### src/rtl/axi4_lite_slave_regfile_if.sv
// AXI4-Lite bus bundle (no WSTRB/PROT/RRESP) shared by the register-file slave and its master.
interface axi4_lite_slave_regfile_if #(
  parameter int ADDR_WIDTH = 32,
  parameter int DATA_WIDTH = 32
);
  logic [ADDR_WIDTH-1:0] awaddr;
  logic                  awvalid;
  logic                  awready;
  logic [DATA_WIDTH-1:0] wdata;
  logic                  wvalid;
  logic                  wready;
  logic [1:0]            bresp;
  logic                  bvalid;
  logic                  bready;
  logic [ADDR_WIDTH-1:0] araddr;
  logic                  arvalid;
  logic                  arready;
  logic [DATA_WIDTH-1:0] rdata;
  logic                  rvalid;
  logic                  rready;

  modport master (
    output awaddr, awvalid, wdata, wvalid, bready, araddr, arvalid, rready,
    input  awready, wready, bresp, bvalid, arready, rdata, rvalid
  );

  modport slave (
    input  awaddr, awvalid, wdata, wvalid, bready, araddr, arvalid, rready,
    output awready, wready, bresp, bvalid, arready, rdata, rvalid
  );
endinterface

### src/rtl/axi4_lite_slave_regfile.sv
// AXI4-Lite slave holding NUM_REGS word registers, exported in parallel on regs_out.
// Independent write and read FSMs, one outstanding transaction each.
//
//   state  | meaning
//   W_IDLE | ready for AW and W
//   W_ADDR | address held, waiting for write data
//   W_DATA | data held, waiting for write address
//   W_RESP | response valid, waiting for bready
//   R_IDLE | ready for AR
//   R_DATA | read data valid, waiting for rready
module axi4_lite_slave_regfile #(
  parameter int ADDR_WIDTH = 32,
  parameter int DATA_WIDTH = 32,
  parameter int NUM_REGS   = 16
) (
  input  logic                           aclk,
  input  logic                           areset,
  axi4_lite_slave_regfile_if.slave       bus,
  output logic [NUM_REGS*DATA_WIDTH-1:0] regs_out
);
  localparam int BYTES = DATA_WIDTH / 8;
  localparam int OFF   = $clog2(BYTES);
  localparam int IDXW  = $clog2(NUM_REGS);
  localparam logic [ADDR_WIDTH-1:0] LIMIT = ADDR_WIDTH'(NUM_REGS * BYTES);
  localparam logic [1:0] RESP_OKAY   = 2'b00;
  localparam logic [1:0] RESP_SLVERR = 2'b10;

  typedef enum logic [1:0] {W_IDLE, W_ADDR, W_DATA, W_RESP} w_state_t;
  typedef enum logic {R_IDLE, R_DATA} r_state_t;

  w_state_t w_state;
  r_state_t r_state;

  logic [DATA_WIDTH-1:0] regs [NUM_REGS];
  logic [ADDR_WIDTH-1:0] awaddr_q;
  logic [DATA_WIDTH-1:0] wdata_q;
  logic                  bvalid_q;
  logic [1:0]            bresp_q;
  logic                  rvalid_q;
  logic [DATA_WIDTH-1:0] rdata_q;

  logic                  aw_hs;
  logic                  w_hs;
  logic                  do_commit;
  logic [ADDR_WIDTH-1:0] c_addr;
  logic [DATA_WIDTH-1:0] c_data;
  logic [IDXW-1:0]       c_idx;
  logic                  c_ok;
  logic [IDXW-1:0]       r_idx;
  logic                  r_ok;

  assign bus.awready = (w_state == W_IDLE) || (w_state == W_DATA);
  assign bus.wready  = (w_state == W_IDLE) || (w_state == W_ADDR);
  assign bus.bvalid  = bvalid_q;
  assign bus.bresp   = bresp_q;
  assign bus.arready = (r_state == R_IDLE);
  assign bus.rvalid  = rvalid_q;
  assign bus.rdata   = rdata_q;

  assign aw_hs = bus.awvalid && bus.awready;
  assign w_hs  = bus.wvalid && bus.wready;

  // Commit address/data come from the bus or from whichever half was parked earlier.
  always_comb begin
    do_commit = 1'b0;
    c_addr    = bus.awaddr;
    c_data    = bus.wdata;
    case (w_state)
      W_IDLE: do_commit = aw_hs && w_hs;
      W_ADDR: begin
        do_commit = w_hs;
        c_addr    = awaddr_q;
      end
      W_DATA: begin
        do_commit = aw_hs;
        c_data    = wdata_q;
      end
      default: do_commit = 1'b0;
    endcase
  end

  assign c_idx = c_addr[OFF +: IDXW];
  assign c_ok  = (c_addr < LIMIT);
  assign r_idx = bus.araddr[OFF +: IDXW];
  assign r_ok  = (bus.araddr < LIMIT);

  always_ff @(posedge aclk) begin
    if (areset) begin
      w_state  <= W_IDLE;
      awaddr_q <= '0;
      wdata_q  <= '0;
      bvalid_q <= 1'b0;
      bresp_q  <= RESP_OKAY;
      for (int i = 0; i < NUM_REGS; i++) regs[i] <= '0;
    end else if (do_commit) begin
      if (c_ok) regs[c_idx] <= c_data;
      bresp_q  <= c_ok ? RESP_OKAY : RESP_SLVERR;
      bvalid_q <= 1'b1;
      w_state  <= W_RESP;
    end else begin
      case (w_state)
        W_IDLE: begin
          if (aw_hs) begin
            awaddr_q <= bus.awaddr;
            w_state  <= W_ADDR;
          end else if (w_hs) begin
            wdata_q <= bus.wdata;
            w_state <= W_DATA;
          end
        end
        W_RESP: begin
          if (bus.bready) begin
            bvalid_q <= 1'b0;
            w_state  <= W_IDLE;
          end
        end
        default: ;
      endcase
    end
  end

  // Register reads here see pre-edge contents, so a same-edge write returns the old value.
  always_ff @(posedge aclk) begin
    if (areset) begin
      r_state  <= R_IDLE;
      rvalid_q <= 1'b0;
      rdata_q  <= '0;
    end else begin
      case (r_state)
        R_IDLE: begin
          if (bus.arvalid) begin
            rdata_q  <= r_ok ? regs[r_idx] : '0;
            rvalid_q <= 1'b1;
            r_state  <= R_DATA;
          end
        end
        R_DATA: begin
          if (bus.rready) begin
            rvalid_q <= 1'b0;
            r_state  <= R_IDLE;
          end
        end
        default: r_state <= R_IDLE;
      endcase
    end
  end

  for (genvar g = 0; g < NUM_REGS; g++) begin : g_out
    assign regs_out[g*DATA_WIDTH +: DATA_WIDTH] = regs[g];
  end
endmodule
### src/flat_wrapper.sv
// flat-port wrapper written by rule: the top's interface ports become plain ports
module axi4_lite_slave_regfile_flat 
#(
  parameter int ADDR_WIDTH = 32,
  parameter int DATA_WIDTH = 32,
  parameter int NUM_REGS   = 16
)
  (aclk, areset, regs_out, bus_awaddr, bus_awvalid, bus_wdata, bus_wvalid, bus_bready, bus_araddr, bus_arvalid, bus_rready, bus_awready, bus_wready, bus_bresp, bus_bvalid, bus_arready, bus_rdata, bus_rvalid);
  axi4_lite_slave_regfile_if #(.ADDR_WIDTH(ADDR_WIDTH), .DATA_WIDTH(DATA_WIDTH)) bus_i ();
  input  logic aclk;
  input  logic areset;
  output logic [NUM_REGS*DATA_WIDTH-1:0] regs_out;
  input wire logic [$bits(bus_i.awaddr)-1:0] bus_awaddr;
  input wire logic [$bits(bus_i.awvalid)-1:0] bus_awvalid;
  input wire logic [$bits(bus_i.wdata)-1:0] bus_wdata;
  input wire logic [$bits(bus_i.wvalid)-1:0] bus_wvalid;
  input wire logic [$bits(bus_i.bready)-1:0] bus_bready;
  input wire logic [$bits(bus_i.araddr)-1:0] bus_araddr;
  input wire logic [$bits(bus_i.arvalid)-1:0] bus_arvalid;
  input wire logic [$bits(bus_i.rready)-1:0] bus_rready;
  output wire logic [$bits(bus_i.awready)-1:0] bus_awready;
  output wire logic [$bits(bus_i.wready)-1:0] bus_wready;
  output wire logic [$bits(bus_i.bresp)-1:0] bus_bresp;
  output wire logic [$bits(bus_i.bvalid)-1:0] bus_bvalid;
  output wire logic [$bits(bus_i.arready)-1:0] bus_arready;
  output wire logic [$bits(bus_i.rdata)-1:0] bus_rdata;
  output wire logic [$bits(bus_i.rvalid)-1:0] bus_rvalid;
  assign bus_i.awaddr = bus_awaddr;
  assign bus_i.awvalid = bus_awvalid;
  assign bus_i.wdata = bus_wdata;
  assign bus_i.wvalid = bus_wvalid;
  assign bus_i.bready = bus_bready;
  assign bus_i.araddr = bus_araddr;
  assign bus_i.arvalid = bus_arvalid;
  assign bus_i.rready = bus_rready;
  assign bus_awready = bus_i.awready;
  assign bus_wready = bus_i.wready;
  assign bus_bresp = bus_i.bresp;
  assign bus_bvalid = bus_i.bvalid;
  assign bus_arready = bus_i.arready;
  assign bus_rdata = bus_i.rdata;
  assign bus_rvalid = bus_i.rvalid;
  axi4_lite_slave_regfile #(.ADDR_WIDTH(ADDR_WIDTH), .DATA_WIDTH(DATA_WIDTH), .NUM_REGS(NUM_REGS)) u_core (.aclk(aclk), .areset(areset), .bus(bus_i), .regs_out(regs_out));
endmodule
### config.mk
export PLATFORM = sky130hd
export DESIGN_NAME = axi4_lite_slave_regfile_flat
export DESIGN_NICKNAME = d
export VERILOG_FILES = /design/src/rtl/axi4_lite_slave_regfile_if.sv /design/src/rtl/axi4_lite_slave_regfile.sv /design/src/flat_wrapper.sv
export SDC_FILE = /design/constraint.sdc
export NUM_CORES = 1
export LEC_CHECK = 0
export CAP_MARGIN = 10
export CORE_AREA = 2 2 257 259
export CTS_BUF_LIST = sky130_fd_sc_hd__clkbuf_16
export DETAILED_ROUTE_END_ITERATION = 7
export DIE_AREA = 0 0 259 261
export HOLD_SLACK_MARGIN = 0.02
export PLACE_DENSITY = 0.68
export SYNTH_ARGS = -nofsm -noshare
export SYNTH_HDL_FRONTEND = slang
export SYNTH_SLANG_ARGS = --single-unit
### constraint.sdc
create_clock -name aclk -period 6.7 [get_ports aclk]
set_clock_uncertainty 0.1 [all_clocks]
set_input_delay 0.67 -clock aclk [delete_from_list [all_inputs] [get_ports aclk]]
set_output_delay 0.67 -clock aclk [all_outputs]
set_load 0.1 [all_outputs]
density.png
The die is cut into 26 by 26 equal tiles; white is low, dark blue is high, 0 to 100% covered.
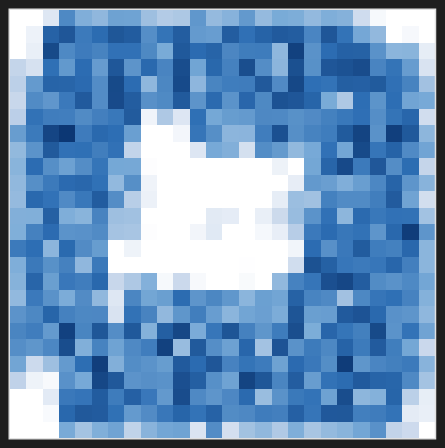
nearly empty tiles: 12%
fullest tile: 97%
tiles over 75% full: 22%
emptiest ninth of the die: middle
mean over tiles: 53%
total core area: 0.06504 mm2
Initial Util: 0.4219
post-layout util: 0.5667

cell_classes.png
Scale bar: 100 um. Fill, decap, tap and diode cells in gray.
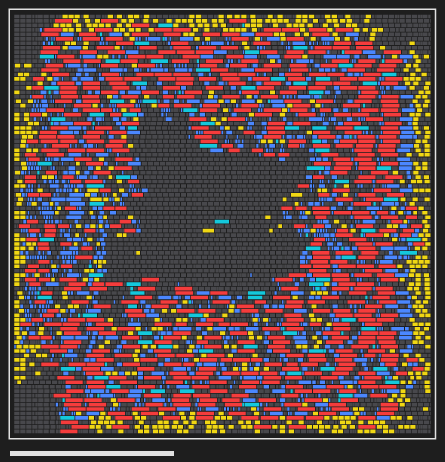
| color | class | cells | share of their area |
|---|---|---|---|
| yellow | other buffers and delay cells | 684 | 19% |
| cyan | clock drivers and dummy loads | 123 | 6.1% |
| blue | all other logic | 1176 | 26% |
| red | flip-flops | 612 | 49% |
Seq area share: 0.4715
design area: 0.03686 mm2
std cell rows: 94

met4.png
Scale bar: 100 um. Supply wires on this layer in gray.
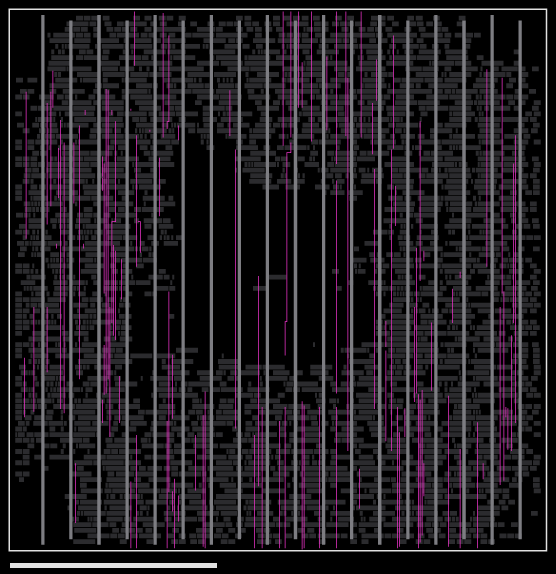
wire length on this layer: 5810 um
share of all routed wire: 5.7%
main direction: vertical
DR vias: 20430
DRT Wirelength: 102900 um

==> qor.txt <==
Post-Route M1 WL: 34570 um
worst setup margin: 2.204 ns
DIE AREA: 0.06760 mm2
hold path depth: 2
htree depth: 3
Cell Chain, Critical Path: inv_1 -> ha_2 -> a22oi_1 -> a21oi_1 -> a21boi_1 -> o21a_1 -> a31o_2
CTS tree: built
crit path launch type: register
Largest logic family: simple AND/OR/NAND/NOR gates
Non-clock buffer share: 0.1847
Routed met3 length: 9854 um
clk cell area share: 0.05873
slew margin rel.: 0.1867
Worst Hold Path EP: u_core.awaddr_q[5]
port buffer count: 648
worst hold path type: input port to register
post-DP HPWL: 71620 um
TritonCTS Buffers: 67
Fin Setup TNS: 0 ns
fin. max-slew vios: 0
part of the cycle the worst path needs: 0.6711
reg2reg end: u_core.regs[2][29]
Total Routing Usage GR: 0.2968
share of cells above drive strength 1: 0.1961
post-synthesis compound-gate area fraction: 0.05057
status: finished clean
invs w/o clock: 8
Cells after Synth: 1964
Die Ht: 261 um
registers: 612
register area share after synthesis: 0.6332
Worst-path clk slew: 0.06 ns
Comb/total area: 0.2542
met3 Use GR: 0.07075
Worst Reg-to-Reg Cells: 7
Achievable Freq: 0.2224 GHz
Yosys Instances: 1964
tool warning count: 36
antenna viol nets, final: 0
count of plain and timing-repair buffers: 684
Synth Area per Inst: 13.97 um2
Yosys Chip Area: 0.02744 mm2
RSZ-0062 raised after global routing: no
WS Path Type: register to register
Crit. Startpoint: u_core.w_state[0]
FFs w/ async S/R, synth: 0
Power, Total: 10990 uW
crit path DRT: 6.79 ns
AND/OR/NAND/NOR Cells, Area Fraction: 0.1625
largest class: flip-flops and latches
cell depth of the worst setup path: 7
Leak Pwr: 0.01205 uW
top cells by area: edfxtp_1 (56%), mux4_2 (11%), dfxtp_1 (7.3%)
Clk. pwr: 3640 uW
cell with the most instances after synthesis: edfxtp_1
Reg power frac: 0.403
Top cell excl fill/tap: clkdlybuf4s50_1
Placer Congestion: 0.9367
worst skew pair latency: 0.60 ns
gr ovfl total: 0
mean number of vias per cell: 5.889
CP bufs+invs: 1
Worst VDD drop: 230.3 uV
Top cell area share: 0.5603
Switching Share: 0.3564
synth warn: 0
adder share: 0.001824
P_comb: 2920 uW
IO Pins: 654
first-pass GRT wire length: 143800 um
mux frac, synth: 0.1197
Tap Cells: 864
DRT iter0 DRCs: 2283
cts repair resizes: 0
r2r setup slk: 2.20 ns
Data arrival, critical path: 4.59 ns
Psw: 3917 uW
non-filler cells, final: 3469
Yosys reg bits: 612
Flop area: 0.01738 mm2
Max clock buf depth: 3
antenna violations before repair: 16
flip-flops with a built-in enable: 512
CLK BUF: 70
vias in the first global route: 20029
Power and IR drop assume default switching activity.
